<file path="config.mk">
export PLATFORM = sky130hd
export DESIGN_NAME = mem_responder
export DESIGN_NICKNAME = d
export VERILOG_FILES = /design/src/rtl/mem_responder.sv
export SDC_FILE = /design/constraint.sdc
export NUM_CORES = 1
export LEC_CHECK = 0
export ABC_AREA = 1
export CAP_MARGIN = 20
export CORE_ASPECT_RATIO = 0.75
export CORE_UTILIZATION = 35
export CTS_CLUSTER_DIAMETER = 60
export DETAILED_ROUTE_END_ITERATION = 10
export GPL_ROUTABILITY_DRIVEN = 0
export SYNTH_ARGS = -nofsm -noshare
export SYNTH_HDL_FRONTEND = slang
export SYNTH_SLANG_ARGS = --single-unit
</file>
<file path="constraint.sdc">
create_clock -name clk -period 1.7 [get_ports clk]
set_clock_uncertainty 0.2 [all_clocks]
set_input_delay 0.425 -clock clk [delete_from_list [all_inputs] [get_ports clk]]
set_output_delay 0.425 -clock clk [all_outputs]
set_load 0.1 [all_outputs]
</file>
<file path="src/rtl/mem_responder.sv">
// mem_responder: executes byte/word CPU data accesses on an 8-bit async SRAM.
// A word is two little-endian byte phases; each phase lasts WAIT+1 cycles.
// All outputs come straight from flops.
module mem_responder #(
    parameter int unsigned WAIT = 1
) (
    input  logic        clk,
    input  logic        rst,
    input  logic [15:0] addr,
    input  logic [15:0] wdata,
    input  logic        rd_mem,
    input  logic        wr_mem,
    input  logic        byt,
    output logic [15:0] rdata,
    output logic        rd_valid,
    output logic        busy,
    output logic [15:0] mem_addr,
    output logic [7:0]  mem_dout,
    input  logic [7:0]  mem_din,
    output logic        mem_oe,
    output logic        mem_we
);

    localparam logic [3:0] WAIT_C = 4'(WAIT);

    typedef enum logic [1:0] {
        IDLE  = 2'd0,
        PH_LO = 2'd1,
        PH_HI = 2'd2
    } state_t;

    state_t      state_q, state_d;
    logic [3:0]  cnt_q, cnt_d;
    logic        wr_q, wr_d;
    logic        byt_q, byt_d;
    logic [7:0]  whi_q, whi_d;
    logic [7:0]  rdata_lo_q, rdata_lo_d;
    logic [15:0] rdata_q, rdata_d;
    logic        rd_valid_q, rd_valid_d;
    logic        busy_q, busy_d;
    logic [15:0] mem_addr_q, mem_addr_d;
    logic [7:0]  mem_dout_q, mem_dout_d;
    logic        mem_oe_q, mem_oe_d;
    logic        mem_we_q, mem_we_d;
    logic        last_s;
    logic [3:0]  cnt_inc_s;

    assign last_s    = (cnt_q == WAIT_C);
    assign cnt_inc_s = cnt_q + 4'd1;

    // Next-state and next-output logic for the access sequencer
    always_comb begin
        state_d    = state_q;
        cnt_d      = cnt_q;
        wr_d       = wr_q;
        byt_d      = byt_q;
        whi_d      = whi_q;
        rdata_lo_d = rdata_lo_q;
        rdata_d    = rdata_q;
        rd_valid_d = 1'b0;
        busy_d     = busy_q;
        mem_addr_d = mem_addr_q;
        mem_dout_d = mem_dout_q;
        mem_oe_d   = mem_oe_q;
        mem_we_d   = mem_we_q;

        case (state_q)
            IDLE: begin
                if (rd_mem || wr_mem) begin
                    // A simultaneous read+write strobe is a write
                    state_d    = PH_LO;
                    busy_d     = 1'b1;
                    cnt_d      = 4'd0;
                    wr_d       = wr_mem;
                    byt_d      = byt;
                    whi_d      = wdata[15:8];
                    mem_addr_d = addr;
                    if (wr_mem) begin
                        mem_dout_d = wdata[7:0];
                    end else begin
                        mem_dout_d = mem_dout_q;
                    end
                    // WAIT >= 1, so counter 0 is always a write-strobe cycle
                    mem_oe_d   = ~wr_mem;
                    mem_we_d   = wr_mem;
                end else begin
                    state_d = IDLE;
                end
            end

            PH_LO: begin
                if (last_s) begin
                    if (!wr_q) begin
                        rdata_lo_d = mem_din;
                    end else begin
                        rdata_lo_d = rdata_lo_q;
                    end
                    if (!byt_q) begin
                        state_d    = PH_HI;
                        cnt_d      = 4'd0;
                        mem_addr_d = mem_addr_q + 16'd1;
                        if (wr_q) begin
                            mem_dout_d = whi_q;
                        end else begin
                            mem_dout_d = mem_dout_q;
                        end
                        mem_oe_d   = ~wr_q;
                        mem_we_d   = wr_q;
                    end else begin
                        state_d  = IDLE;
                        busy_d   = 1'b0;
                        mem_oe_d = 1'b0;
                        mem_we_d = 1'b0;
                        if (!wr_q) begin
                            rd_valid_d = 1'b1;
                            rdata_d    = {8'h00, mem_din};
                        end else begin
                            rd_valid_d = 1'b0;
                        end
                    end
                end else begin
                    // Drop the write strobe one cycle before the phase ends
                    cnt_d    = cnt_inc_s;
                    mem_we_d = wr_q && (cnt_inc_s < WAIT_C);
                end
            end

            PH_HI: begin
                if (last_s) begin
                    state_d  = IDLE;
                    busy_d   = 1'b0;
                    mem_oe_d = 1'b0;
                    mem_we_d = 1'b0;
                    if (!wr_q) begin
                        rd_valid_d = 1'b1;
                        rdata_d    = {mem_din, rdata_lo_q};
                    end else begin
                        rd_valid_d = 1'b0;
                    end
                end else begin
                    cnt_d    = cnt_inc_s;
                    mem_we_d = wr_q && (cnt_inc_s < WAIT_C);
                end
            end

            default: begin
                state_d  = IDLE;
                busy_d   = 1'b0;
                mem_oe_d = 1'b0;
                mem_we_d = 1'b0;
            end
        endcase
    end

    // State and output registers, cleared asynchronously by rst
    always_ff @(posedge clk or negedge rst) begin
        if (!rst) begin
            state_q    <= IDLE;
            cnt_q      <= 4'd0;
            wr_q       <= 1'b0;
            byt_q      <= 1'b0;
            whi_q      <= 8'h00;
            rdata_lo_q <= 8'h00;
            rdata_q    <= 16'h0000;
            rd_valid_q <= 1'b0;
            busy_q     <= 1'b0;
            mem_addr_q <= 16'h0000;
            mem_dout_q <= 8'h00;
            mem_oe_q   <= 1'b0;
            mem_we_q   <= 1'b0;
        end else begin
            state_q    <= state_d;
            cnt_q      <= cnt_d;
            wr_q       <= wr_d;
            byt_q      <= byt_d;
            whi_q      <= whi_d;
            rdata_lo_q <= rdata_lo_d;
            rdata_q    <= rdata_d;
            rd_valid_q <= rd_valid_d;
            busy_q     <= busy_d;
            mem_addr_q <= mem_addr_d;
            mem_dout_q <= mem_dout_d;
            mem_oe_q   <= mem_oe_d;
            mem_we_q   <= mem_we_d;
        end
    end

    assign rdata    = rdata_q;
    assign rd_valid = rd_valid_q;
    assign busy     = busy_q;
    assign mem_addr = mem_addr_q;
    assign mem_dout = mem_dout_q;
    assign mem_oe   = mem_oe_q;
    assign mem_we   = mem_we_q;

endmodule

</file>
==> results.ini, run 1 <==
[clock_tree]
cts_resized=37
root_buffer=clkbuf_16

[setup_path]
path_class=flip-flop to flip-flop
crit_required_ns=1.74
start_kind=flip-flop
rr_endpoint=rdata[5]$_DFFE_PN0P_

[global_route]
antenna_found_initial=0
grt_use_met1_pct=28.12

[flow_run]
warnings=33

[timing]
fin_tns_setup_ns=-1.492
setup_ws_ns=-0.07022
slew_headroom_pct=75.76
setup_viol=44
tightest_slew_ns=0.3636

[synth]
flop_cell=dfrtp_1
syn_area_sq_um=3772
edf_count=0

[run_status]
violations=setup timing
status=finished, violations left

[floorplanning]
design.portCount=89

[hold_path]
min_path_type=flip-flop to flip-flop
hp-start=whi_q[0]$_DFFE_PN0P_

[placed_design]
place_area_sq_um=5572

run 1: final cells by class:
| cell class | count | area, sq um |
|---|---|---|
| clock buffer | 12 | 256.5 |
| clock inverter | 4 | 23.77 |
| fill | 841 | 4083 |
| inverter | 40 | 163.9 |
| multi-input combinational | 343 | 2051 |
| sequential | 68 | 1735 |
| tap | 136 | 170.2 |
| timing repair buffer | 143 | 1887 |
run 1: cell families after synthesis:
group / Yosys count / share of synthesized area, %
AND-OR/OR-AND: 55 / 11.14
flip-flops: 68 / 45.11
buffers and inverters: 57 / 7.330
adder cells (fa/ha/maj): 7 / 2.322
multiplexers: 9 / 2.421
AND/OR/NAND/NOR: 266 / 30.51
XOR/XNOR: 5 / 1.161
run 1: critical path: cells and delay by family, from the launching register on:
kind | cells | cell delay [ns]
adder cells (fa/ha/maj) | 1 | 0.19
AND/OR/NAND/NOR | 4 | 0.38
flip-flops | 1 | 0.42
AND-OR/OR-AND | 1 | 0.17
buffers and inverters | 2 | 0.31
run 1: routing by layer:
layer,vias to the layer above,share of wire (%)
met3,13,6.8
met1,1623,48
li1,1772,-
met5,-,0
met2,122,43
met4,0,1.8
run 1: cells in the mapped netlist (6+ instances only):
cell type,count,area (sq um)
nand2_1,156,585.6
dfrtp_1,68,1702
nor2_1,58,217.7
inv_1,33,123.9
nand3_1,22,110.1
o21ai_0,18,90.09
o31ai_2,14,175.2
nand2_2,9,56.30
mux2i_1,8,80.08
o21ai_2,8,70.07
buf_6,7,78.83
ha_1,7,87.58
nand4_1,7,43.79
o21ai_1,7,35.03
buf_2,6,30.03
inv_2,6,22.52
run 1: per-stage QoR:
step | util [%] | instances
4_1_cts | 58.65 | 741
6_report | 60.63 | 746
3_5_place_dp | 53.73 | 715
3_3_place_gp | 53.73 | 715
2_1_floorplan | - | 467
5_1_grt | 60.63 | 746
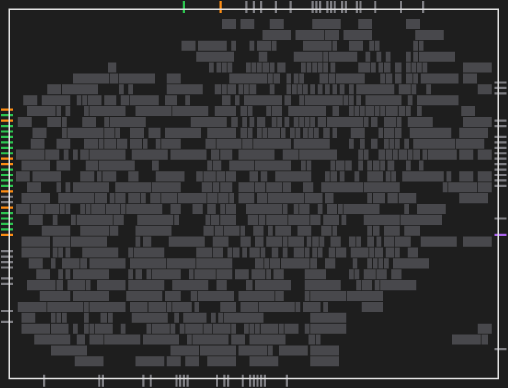
(run_1/io_placement.png)
Drawn at 4 px/micron. Pins as bars across the die edge, other pins in gray.
port	color	pins	direction	edge
`mem_dout`	orange	8	output	7 left, 1 top
`rd_valid`	purple	1	output	right
`wdata`	green	16	input	15 left, 1 top
all pins by edge	32 left, 20 top, 19 bottom, 18 right
Die X: 121.9 microns
PortBufs: 88

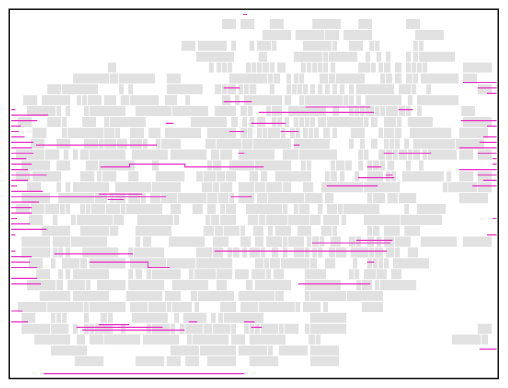
(run_1/layer_met3.png)
Drawn at 4 px/micron. Cells faint in the background.
share of all routed wire	6.8%
wire length on this layer	699 microns
drt total wl: 10.21 mm
met3 GRT Util: 4.975%
routed vias: 3530

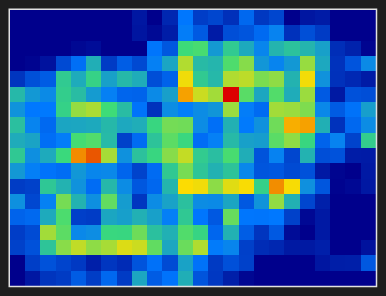
(run_1/metal_density.png)
Drawn at 3 px/micron. 24 x 18 tiles, from dark blue (low) to red (high), scaled to the fullest tile. Values are wire area over tile area, all layers added.
emptiest ninth of the die	lower right
fullest tile	0.54
tiles over half the peak	16%
Total Routing Usage GR: 19.31%
WL/cell: 13.69 microns

==> run_1/congestion.png <==
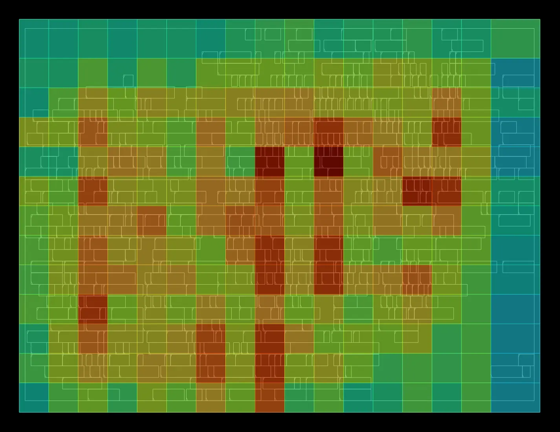

==> inputs of run 2 (changes only) <==
--- a/config.mk
+++ b/config.mk
@@ -8,6 +8,7 @@
 export ABC_AREA = 1
 export CAP_MARGIN = 20
 export CORE_ASPECT_RATIO = 0.75
+export CORE_MARGIN = 2
 export CORE_UTILIZATION = 35
 export CTS_CLUSTER_DIAMETER = 60
 export DETAILED_ROUTE_END_ITERATION = 10
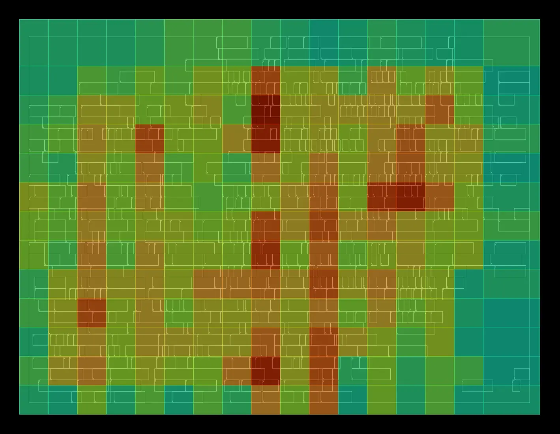
(run_2/congestion.png)
Finished Core Util: 61.69%
met3 GRT Util: 6.553%
Total Routing Usage GR: 19.04%

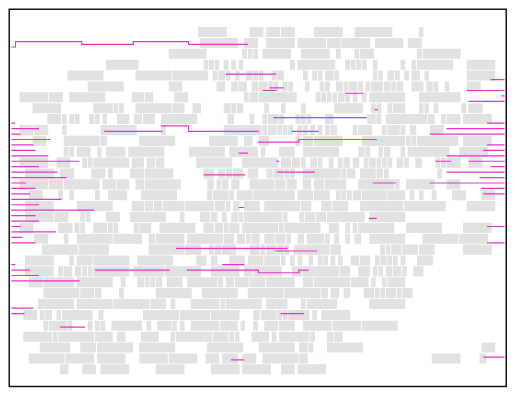
(run_2/layer_met3.png)
Drawn at 4 px/micron. Cells faint in the background.
longest straight run	27.6 microns
nets with wire on the layer	66
main direction	horizontal
wire length on this layer	692 microns
drt total wl: 10.74 mm
routed vias: 3505

==> run 2 against run 1 <==
Critical endpoint is now rdata[11]$_DFFE_PN0P_. Critical path type unchanged. Register-to-register slack got worse by 0.05 ns. Die area rose by 3.9%. The run still ends with setup timing left. Utilization rose by 1.1 points. Flip-flop count did not move.
==> results.ini, run 2 <==
[run_status]
status=finished, violations left
violations=setup timing

[timing]
fin_tns_setup_ns=-2.588  ; -1.096 ns
tightest_slew_ns=0.3702  ; +0.006580 ns
setup_viol=49  ; +11%
setup_ws_ns=-0.1163  ; -0.04603 ns
slew_headroom_pct=75.32  ; -0.44 points

[synth]
mux_area_share_pct=2.421  ; unchanged
yosys.area_share.simple_pct=30.51  ; unchanged
logic_family=simple AND/OR/NAND/NOR gates
adder_share_pct=2.322  ; unchanged
yosys.area.top_type_share_pct=45.11  ; unchanged
aoi_share_pct=11.14  ; unchanged
edf_count=0  ; unchanged
synthTopCellsByCount=nand2_1, dfrtp_1, nor2_1
synthXorXnorAreaFrac_pct=1.161  ; unchanged
top_area_cell=dfrtp_1
top_cells_by_area=dfrtp_1, nand2_1, nor2_1
syn_area_sq_um=3772  ; unchanged
yosys.cell_count.top_type=nand2_1
flop_cell=dfrtp_1

[placed_design]
port_buffers=88  ; unchanged
place_area_sq_um=5524  ; -0.85%

[drt]
wl_per_cell_microns=14.49  ; +5.8%

[setup_path]
start_kind=flip-flop
rr_endpoint=rdata[11]$_DFFE_PN0P_
crit_required_ns=1.75  ; about the same

[flow_run]
warnings=33  ; unchanged

[finish]
regArea_sq_um=1737  ; about the same

-- run 2: layer usage --
metal  up-vias  track usage, %  wire length, microns
li1       1766               -                     -
met1      1631           26.74                  5311
met4         0           5.019                   128
met5         -               0                     0
met3        15           6.553                   691
met2        93           27.84                  4607
-- run 2: area by class of cell --
cell class / count / area share, %
Clock buffer: 10 / 3.579
Clock inverter: 5 / 1.213
Inverter: 40 / 2.425
Multi-Input combinational cell: 346 / 35.01
Sequential cell: 68 / 27.15
Tap cell: 136 / 2.660
Timing Repair Buffer: 136 / 27.97
-- run 2: worst min-delay path by stage --
stage	startpoint	to	slack, ns	depth (start not counted)
floorplan	rst	busy$_DFFE_PN0P_	-0.07	0
global placement	whi_q[0]$_DFFE_PN0P_	whi_q[0]$_DFFE_PN0P_	0.25	2
detailed placement	whi_q[0]$_DFFE_PN0P_	whi_q[0]$_DFFE_PN0P_	0.26	2
CTS	whi_q[0]$_DFFE_PN0P_	whi_q[0]$_DFFE_PN0P_	0.27	2
global route	whi_q[1]$_DFFE_PN0P_	whi_q[1]$_DFFE_PN0P_	0.30	2
finish	whi_q[0]$_DFFE_PN0P_	whi_q[0]$_DFFE_PN0P_	0.27	2
-- run 2: repair_timing --
item                                    CTS  global route
setup buffers                             4             3
cloned                                    3             3
hold endpoints to repair                 68             0
endpoints found under the setup margin   64            68
hold buffers                              1             0
resized                                  37            61
pin swaps                                 6             8
-- run 2: critical path: cells and delay by family, from the launching register on --
family / cells / cell delay, ns
AND/OR/NAND/NOR: 4 / 0.44
flip-flops: 1 / 0.44
buffers and inverters: 2 / 0.29
adder cells (fa/ha/maj): 1 / 0.18
AND-OR/OR-AND: 1 / 0.18
==> inputs of run 3 (changes only) <==
--- a/config.mk
+++ b/config.mk
@@ -13,6 +13,7 @@
 export CTS_CLUSTER_DIAMETER = 60
 export DETAILED_ROUTE_END_ITERATION = 10
 export GPL_ROUTABILITY_DRIVEN = 0
+export SLEW_MARGIN = 10
 export SYNTH_ARGS = -nofsm -noshare
 export SYNTH_HDL_FRONTEND = slang
 export SYNTH_SLANG_ARGS = --single-unit
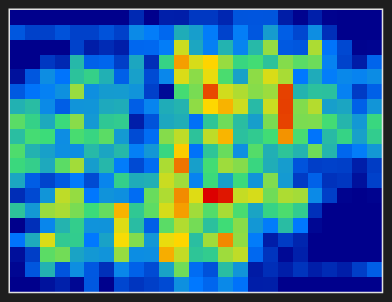
(run_3/metal_density.png)
Drawn at 3 px/micron. 25 x 19 tiles, from dark blue (low) to red (high), scaled to the fullest tile. Values are wire area over tile area, all layers added.
nearly empty tiles	13%
tiles over half the peak	24%
fullest tile	0.45
mean over tiles	0.15
emptiest ninth of the die	lower right
WL/cell: 14.49 microns

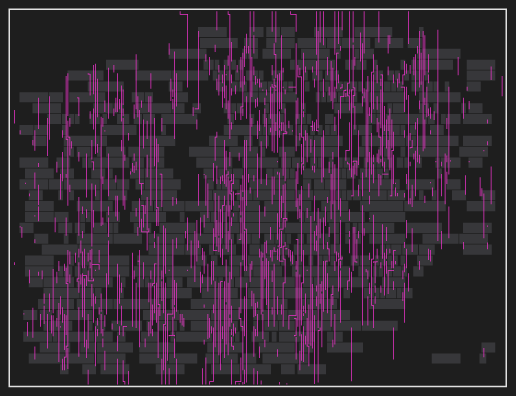
(run_3/layer_met2.png)
Drawn at 4 px/micron. Cells faint in the background.
nets with wire on the layer	504
wire length on this layer	4610 microns
share of all routed wire	43%
longest straight run	52.7 microns
GRT met2 Usage: 27.84%

==> run 3 against run 2 <==
The run still ends with setup timing left. Flip-flop count stayed put. Synthesized area unchanged. Sequential share of layout area stayed put. Count of clock-buffer cells in the layout stayed put. Wire length did not move. Die area stayed put. Worst setup slack is the same. Critical path depth is the same. Largest cell class unchanged.
==> results.ini, run 3 <==
[run_status]
status=finished, violations left
violations=setup timing

[synth]
edf_count=0  ; unchanged
top_area_cell=dfrtp_1
yosys.area.top_type_share_pct=45.11  ; unchanged
top_cells_by_area=dfrtp_1, nand2_1, nor2_1
synthTopCellsByCount=nand2_1, dfrtp_1, nor2_1
yosys.cell_count.top_type=nand2_1

[finish]
regArea_sq_um=1737  ; unchanged
largest_cell_class=multi-input combinational cells
clkCellAreaFrac_pct=4.792  ; unchanged
num-clock-buffers=10  ; unchanged
bufAreaShareNonClock_pct=27.97  ; unchanged
n_all_buffers=136  ; unchanged
nMultiInputCombCells=346  ; unchanged

[global_route]
track_usage_pct=19.04  ; unchanged

[timing]
setup_viol=49  ; unchanged
setup_ws_ns=-0.1163  ; unchanged
tightest_slew_ns=0.3702  ; unchanged

[setup_path]
cp_top_family=simple AND/OR/NAND/NOR gates
start_kind=flip-flop
path_buffers=2  ; unchanged

[clock_tree]
cts_resized=37  ; unchanged
post-cts-setup-buffer-count=4  ; unchanged

[drt]
vias=3505  ; unchanged
wl_mm=10.74  ; unchanged

[flow_run]
warnings=33  ; unchanged

-- run 3: layer usage --
layer | wire length, microns | track usage [%] | part of all wire, %
met5 | 0 | 0 | 0
met4 | 128 | 5.019 | 1.2
met3 | 691 | 6.553 | 6.4
met2 | 4607 | 27.84 | 43
met1 | 5311 | 26.74 | 49
-- run 3: cells by family (layout without fill, tap and decap cells) --
| logic type | count (synthesis) | count (layout) | synth area share, % |
|---|---|---|---|
| xor gates and xnor gates | 5 | 5 | 1.161 |
| and+or+nand+nor | 266 | 270 | 30.51 |
| adders and majority gates | 7 | 7 | 2.322 |
| buffers and inverters | 57 | 191 | 7.330 |
| muxes | 9 | 9 | 2.421 |
| DFF | 68 | 68 | 45.11 |
| AOI/OAI and AO/OA | 55 | 55 | 11.14 |
-- run 3: final timing paths --
kind,startpoint,to,slack [ns],cells after the start
setup reg to reg,state_q[0]$_DFFE_PN0P_,rdata[11]$_DFFE_PN0P_,-0.12,8
min in group asynchronous,rst,rdata[4]$_DFFE_PN0P_,0.45,3
max in group asynchronous,rst,mem_addr[8]$_DFFE_PN0P_,0.53,3
hold reg to reg,whi_q[0]$_DFFE_PN0P_,whi_q[0]$_DFFE_PN0P_,0.27,2
hold / removal,whi_q[0]$_DFFE_PN0P_,whi_q[0]$_DFFE_PN0P_,0.27,2
setup / recovery,state_q[0]$_DFFE_PN0P_,rdata[11]$_DFFE_PN0P_,-0.12,8
-- run 3: stage by stage --
| step | cell area [sq um] | utilization, % | worst slack, ns |
|---|---|---|---|
| finish | 6397 | 61.69 | -0.1163 |
| global route | 6397 | 61.69 | -0.1823 |
| CTS | 6082 | 58.65 | -0.1084 |
| detailed placement | 5524 | 53.27 | -0.2604 |
| global placement | 5524 | 53.27 | -0.2111 |
| floorplan | 3839 | - | -0.03774 |
